<file path="config.mk">
export PLATFORM = sky130hd
export DESIGN_NAME = shifter_arb_ctrl
export DESIGN_NICKNAME = d
export VERILOG_FILES = /design/src/rtl/shifter_arb_ctrl.sv
export SDC_FILE = /design/constraint.sdc
export NUM_CORES = 1
export LEC_CHECK = 0
export ABC_AREA = 1
export ABC_CLOCK_PERIOD_IN_PS = 2330
export CAP_MARGIN = 20
export CORE_ASPECT_RATIO = 0.7
export CORE_MARGIN = 1.5
export CORE_UTILIZATION = 25
export DETAILED_ROUTE_END_ITERATION = 7
export GPL_TIMING_DRIVEN = 0
export HOLD_SLACK_MARGIN = 0.08
export PLACE_DENSITY_LB_ADDON = 0.1
export SYNTH_ARGS = -nofsm -noshare
export SYNTH_HDL_FRONTEND = slang
export SYNTH_SLANG_ARGS = --single-unit
</file>
<file path="constraint.sdc">
create_clock -name clk -period 2.33 [get_ports clk]
set_input_delay 0.5825 -clock clk [delete_from_list [all_inputs] [get_ports clk]]
set_output_delay 0.5825 -clock clk [all_outputs]
set_load 0.02 [all_outputs]
</file>
<file path="src/rtl/shifter_arb_ctrl.sv">
// Round-robin arbiter and controller for a WIDTH x DEPTH shift-register delay line,
// with shadow valid/tag tracking and flush. Define AUTO_DRAIN_EN to shift bubbles while idle.
module shifter_arb_ctrl #(
    parameter int WIDTH = 4,
    parameter int DEPTH = 9
) (
    input  logic                       clk,
    input  logic                       rst_n,
    input  logic                       req0_valid,
    input  logic [WIDTH-1:0]           req0_data,
    output logic                       req0_ready,
    input  logic                       req1_valid,
    input  logic [WIDTH-1:0]           req1_data,
    output logic                       req1_ready,
    input  logic                       flush,
    output logic                       sh_en,
    output logic [WIDTH-1:0]           sh_si,
    input  logic [WIDTH-1:0]           sh_so,
    output logic                       out_valid,
    output logic [WIDTH-1:0]           out_data,
    output logic                       out_src,
    output logic [$clog2(DEPTH+1)-1:0] occ,
    output logic                       busy
);

    localparam int OW = $clog2(DEPTH + 1);

    typedef enum logic {RUN, FLUSH} state_t;

    state_t           state, state_next;
    logic             last_grant;
    logic             grant;
    logic             grant_valid;
    logic             accept;
    logic             eject;
    logic [DEPTH-1:0] vld;
    logic [DEPTH-1:0] tag;
    logic [OW-1:0]    occ_next;

    // Round-robin: on a tie the requester not served last wins.
    always_comb begin
        // NOTE: every always_comb output gets a default first so no path can infer a latch.
        grant       = 1'b0;
        grant_valid = 1'b0;
        if (req0_valid && req1_valid) begin
            grant       = ~last_grant;
            grant_valid = 1'b1;
        end else if (req0_valid) begin
            grant       = 1'b0;
            grant_valid = 1'b1;
        end else if (req1_valid) begin
            grant       = 1'b1;
            grant_valid = 1'b1;
        end
    end

    assign accept     = grant_valid && (state == RUN);
    assign req0_ready = accept && !grant;
    assign req1_ready = accept && grant;
    assign busy       = (state == FLUSH);

`ifdef AUTO_DRAIN_EN
    assign sh_en = accept || (state == FLUSH) || (occ != '0);
`else
    assign sh_en = accept || (state == FLUSH);
`endif

    assign sh_si    = accept ? (grant ? req1_data : req0_data) : '0;
    assign eject    = sh_en && vld[DEPTH-1];
    assign occ_next = occ + OW'(accept) - OW'(eject);

    always_comb begin
        state_next = state;
        case (state)
            RUN:     if (flush && (occ != '0 || accept)) state_next = FLUSH;
            FLUSH:   if (occ_next == '0)                  state_next = RUN;
            default: state_next = RUN;
        endcase
    end

    // The shadow pipeline is reset so stale shifter contents are never reported;
    // the shifter data itself stays unreset.
    always_ff @(posedge clk or negedge rst_n) begin
        if (!rst_n) begin
            // NOTE: sequential state uses non-blocking assignments so all registers update together.
            state      <= RUN;
            last_grant <= 1'b1;
            vld        <= '0;
            tag        <= '0;
            occ        <= '0;
            out_valid  <= 1'b0;
            out_data   <= '0;
            out_src    <= 1'b0;
        end else begin
            state <= state_next;
            occ   <= occ_next;
            if (accept) last_grant <= grant;
            if (sh_en) begin
                vld <= {vld[DEPTH-2:0], accept};
                tag <= {tag[DEPTH-2:0], accept & grant};
            end
            out_valid <= eject;
            if (eject) begin
                out_data <= sh_so;
                out_src  <= tag[DEPTH-1];
            end
        end
    end

endmodule

</file>
==> reports/writeup.txt, run 1 <==
The run finished with clean final reports. Summed over all cells, the static leakage comes to 0.9845 nW. Clock latency on the worst-skew pair, taken at its later pin, is 0.27 ns. Detailed placement ended at an HPWL of 2.150 mm. The tightest slew margin relative to the limit was 54.52%. TritonCTS built the clock tree. On the final layout, the worst clock skew is 0.005294 ns. The simple-gate share of the synthesized area came out at 21.59%.

Per the STA report, the cell with the highest stage delay on the worst path is sky130_fd_sc_hd__dfrtp_1. The type of element capturing the critical path is an output port. 0 antenna diodes ended up in the layout. Cell family with the largest share of critical-path delay: buffers and inverters. Once placement finished, the instance area stood at 1846 µm². The report shows a maximum critical-path fanout of 6. Total global-route track usage over all layers is 10.60%. Number of max-slew violations in the final report: 0. met1 track demand over resource after global routing is 14.78%. The met2 routing resource usage after global routing was 14.78%; the post-synthesis share of cell area spent on xor and xnor gates was 0%.

The area fraction of clock buffers and clock inverters came out at 4.737%. Horizontal extent of the die: 93.08 µm. The final design was reported to hold multi-input combinational gates totalling 98. The clock tree root buffer cell was sky130_fd_sc_hd__clkbuf_8.

In this run the remaining antenna-violating nets after routing total 0. The delay of the slowest cell on the worst path came out at 0.46 ns. The number of standard cells after synthesis was 157.
==> run 1: repair_timing <==
| item | 4_1_cts | 5_1_grt |
|---|---|---|
| pin swaps | 1 | 1 |
| gates resized | 12 | 11 |
| setup endpoints to repair | 8 | 5 |
| buffers inserted | 0 | 1 |
==> run 1: worst paths after layout <==
| kind | start | to | cells past startpoint |
|---|---|---|---|
| hold / removal | rst_n | occ[3] | 1 |
| setup / recovery | busy | sh_si[3] | 6 |
| min in group clk | last_grant | last_grant | 2 |
| setup reg to reg | busy | busy | 11 |
| max in group asynchronous | rst_n | out_data[2] | 1 |
| hold reg to reg | last_grant | last_grant | 2 |
==> run 1: report_power, final <==
group / internal [mW] / switching (mW)
combinational: 0.467 / 0.609
sequential: 0.729 / 0.117
clock: 0.238 / 0.185
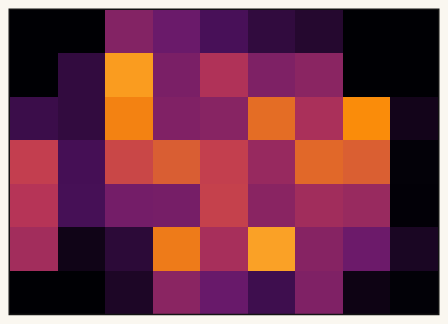
Fig. 1. Local utilization (run 1).
The die is cut into 9 by 7 equal tiles; black is low, pale yellow is high, 0 to 100% covered.
nearly empty tiles: 19%
emptiest ninth of the die: top right
tiles over 75% full: 4.8%
fullest tile: 80%
mean over tiles: 30%
fraction of the core area covered by cells at the end of the flow: 35.92%
Std-Cell Core Area: 5368 µm²
starting utilization of the core area: 26.46%

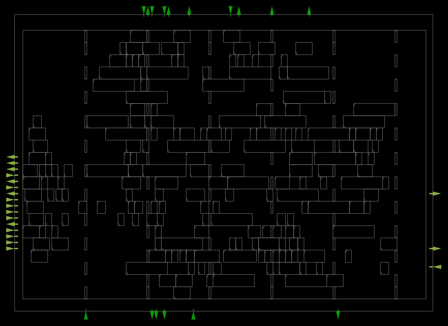
Fig. 2. Placement view (run 1).
post-layout instance count excluding filler cells: 272
tally of filler cells in the layout: 573
number of core rows: 22
number of well taps: 72

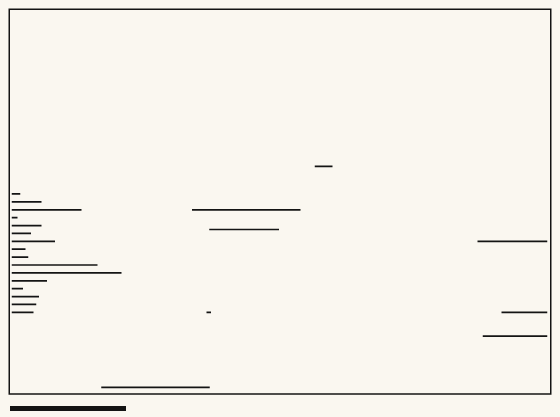
Fig. 3. Metal 3 (run 1).
Scale bar: 20 µm.
share of all routed wire: 5.9%
longest straight run: 18.6 µm
GRT met3 Usage: 3.908%
DR vias: 1,100
total wirelength of the detailed-routed design: 2.896 mm

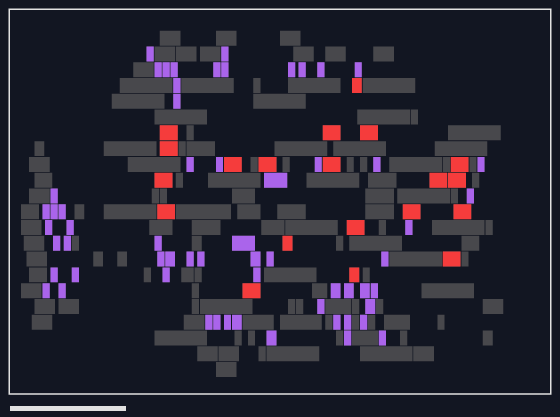
Fig. 4. Logic cells by family (run 1).
Scale bar: 20 µm.
| color | family | cells | most used |
|---|---|---|---|
| red | aoi and oai cells | 20 | o21ai_2 |
| purple | nand cells | 60 | nand2_1 |
logic share of the area: 28.29%
top logic cell by instance count in the layout: sky130_fd_sc_hd__nand2_1

==> run 2, diff against run 1 <==
CTS_CLUSTER_DIAMETER = 200   (was default)
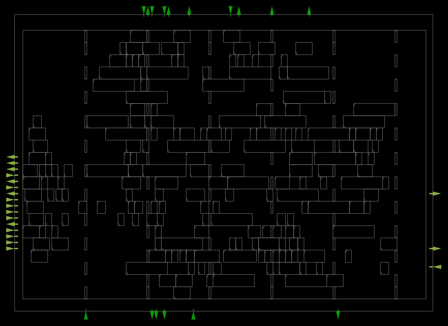
Fig. 5. Placement view (run 2).
share of cell area taken by flip-flops and latches: 39.00%
number of flip-flops and latches: 30

==> reports/writeup.txt, run 2 <==
The run finished with clean final reports. The run gives 0.9845 nW for the static leakage. The total of fill cells in the finished design was 573.

The run gives 35.92% for the final core utilization. Synthesis produced 157 cells. In the final report, the number of pins over their slew limit comes to 0. The logs give 0 for the final antenna-violating net count and 1.08 mW for the power of the combinational group. Summed over all routing layers, the global router reports a total usage of 10.60%. Per STA, the highest per-stage delay on the worst path measures 0.46 ns. Before placement the cells fill 26.46% of the core. The run gives 1846 µm² as the cell area after placement.

The tools report the number of standard-cell rows in the floorplan as 22. The flow reports that combinational logic draws 45.9% of the design power. The timing report attributes the biggest portion of critical-path delay to buffers and inverters. Looking at the group totals, the largest power group turns out to be combinational logic. Summed over all nets, the switching power comes to 0.9107 mW. The sequential power share was 36.1%; the area fraction of clock buffers and clock inverters was 4.737%. The internal power of the cells totals 1.435 mW. Measured against its own limit, the worst slew margin works out to 54.52%.

Simple-gate share of the synthesized area: 21.59%. The power of the sequential group is 0.846 mW. After the flow finishes, the layout carries non-filler instances totaling 272. On the critical path, the stage with the largest delay is an instance of sky130_fd_sc_hd__dfrtp_1.

With the horizontal extent of the die at 93.08 µm, the total number of multi-input combinational cells is 98. In the global route stage, met1 resource usage came out at 14.78%. Setup repair after global routing left no endpoint under its margin.

For the overall via count from detail_route, the log shows 1,100. The clock latency on the worst-skew pair was 0.27 ns; the total half-perimeter wirelength after legalization and detailed placement was 2.150 mm. Global routing consumed, on the met3 layer, 3.908% of the routing resources.

The area of the core region was 5368 µm². Switching power as a fraction of the total was reported as 38.83%. For this block, the routed nets add up to 2.896 mm of wire. For this run, the script counts the antenna cells in the layout as 0. The clock network is responsible for 18.0% of the overall power. Worst clock skew on the final layout: 0.005294 ns.

In the final routed layout, each cell accounts on average for 10.65 µm. TritonCTS built the clock tree. met2 track demand over resource after global routing is 14.78%. For reference, XOR and XNOR gates occupy 0% of the area reported after synthesis.

The run gives 72 for the well tap count.
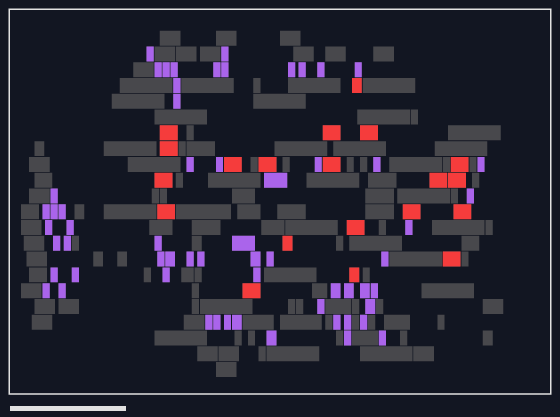
Fig. 6. Logic cells by family (run 2).
Scale bar: 20 µm.
| color | family | cells | most used |
|---|---|---|---|
| red | aoi and oai cells | 20 | o21ai_2 |
| purple | nand cells | 60 | nand2_1 |

[run 2: final timing paths]
| check | start | cells after the start | slack (ns) | endpoint |
|---|---|---|---|---|
| max | busy | 6 | 0.15 | sh_si[3] |
| max reg2reg | busy | 11 | 0.25 | busy |
| min | rst_n | 1 | 0.35 | occ[3] |
| max in group asynchronous | rst_n | 1 | 1.54 | out_data[2] |
| min in group clk | last_grant | 2 | 0.48 | last_grant |
| min reg2reg | last_grant | 2 | 0.48 | last_grant |
[run 2: logic make-up after synthesis]
kind of cell,after synthesis
flip-flops,30
AND/OR/NAND/NOR,73
adder cells (fa/ha/maj),5
AND-OR/OR-AND,20
buffers and inverters,29
[run 2: timing repair]
action,in CTS,in global routing
setup buffers,0,1
endpoints found under the setup margin,8,5
resized,12,11
pin swaps,1,1
==> run 3, diff against run 2 <==
REMOVE_ABC_BUFFERS = 1   (was default)
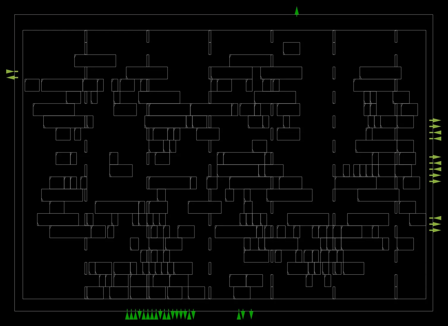
Fig. 7. Placement view (run 3).
share of cell area taken by flip-flops and latches: 38.70%
tally of filler cells in the layout: 552
post-layout instance count excluding filler cells: 269
fraction of the core area covered by cells at the end of the flow: 36.20%

==> reports/writeup.txt, run 3 <==
For met3 alone, demand over resource in global routing was 3.563%. With the biggest fanout along the worst timing path at 34, the area of the core region is 5368 µm². The run gives 0.9605 nW as the static leakage.

The number of max-slew violations in the final report was 0; the number of gates on the worst path with buffers counted was 4. The tools report the clock tree root buffer cell as sky130_fd_sc_hd__clkbuf_8. Per STA, the startpoint of the critical path is req0_valid.

Group with the largest share of power: combinational logic. The worst clock skew on the final layout is 0.002314 ns, and the sequential power share is 36.4%. The most frequently placed logic cell in the final layout was sky130_fd_sc_hd__nand2_1. The run gives 26.46% for the fraction of the core area occupied by cells at floorplan. In the hold timing report, the worst path depth is 2. In this run the most critical hold path is launched from last_grant. TritonCTS built the clock tree.

The run finished with clean final reports. Once the clock tree was built, the resizer swapped 19 gates to a different size. The tools report the critical register-to-register path startpoint as busy. Counting every instance in the synthesized netlist gives 157. With the clock power share at 18.0%, the switching fraction of total power is 38.34%. Wires add up to 2.646 mm.
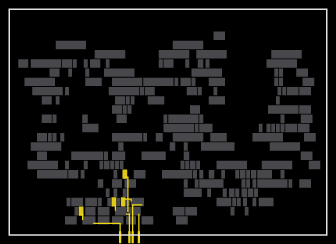
Fig. 8. Wires at chosen ports, followed through buffers (run 3).
| color | port | bits | direction | end cells | wire |
|---|---|---|---|---|---|
| yellow | `sh_si` | 4 | output | 4 | 51.9 µm |
count of pins on the block boundary: 35
quantity of I/O buffers inserted on ports: 34

[run 3: cell types whose count changed in the layout (fill, tap and decap cells not counted), sizes merged]
cell,delta
buf,-4
clkbuf,-3
clkdlybuf4s15,+3
clkdlybuf4s50,+1
[run 3: layout make-up]
class / instances / area, µm² / area share, %
Sequential cell: 30 / 752.0 / 38.70
Timing Repair Buffer: 35 / 361.6 / 18.61
Tap cell: 72 / 90.09 / 4.636
Multi-Input combinational cell: 98 / 548.0 / 28.20
Inverter: 26 / 100.1 / 5.151
Clock buffer: 7 / 86.33 / 4.443
Clock inverter: 1 / 5.005 / 0.2576
[run 3: logic make-up after synthesis]
family          count (synthesis)  synth area share (%)
flops                          30                 52.95
simple gates                   73                 21.59
compound gates                 20                 11.28
buf+inv                        29                 9.251
fa+ha+maj                       5                 4.934
Power is estimated from default activity; no workload was simulated.
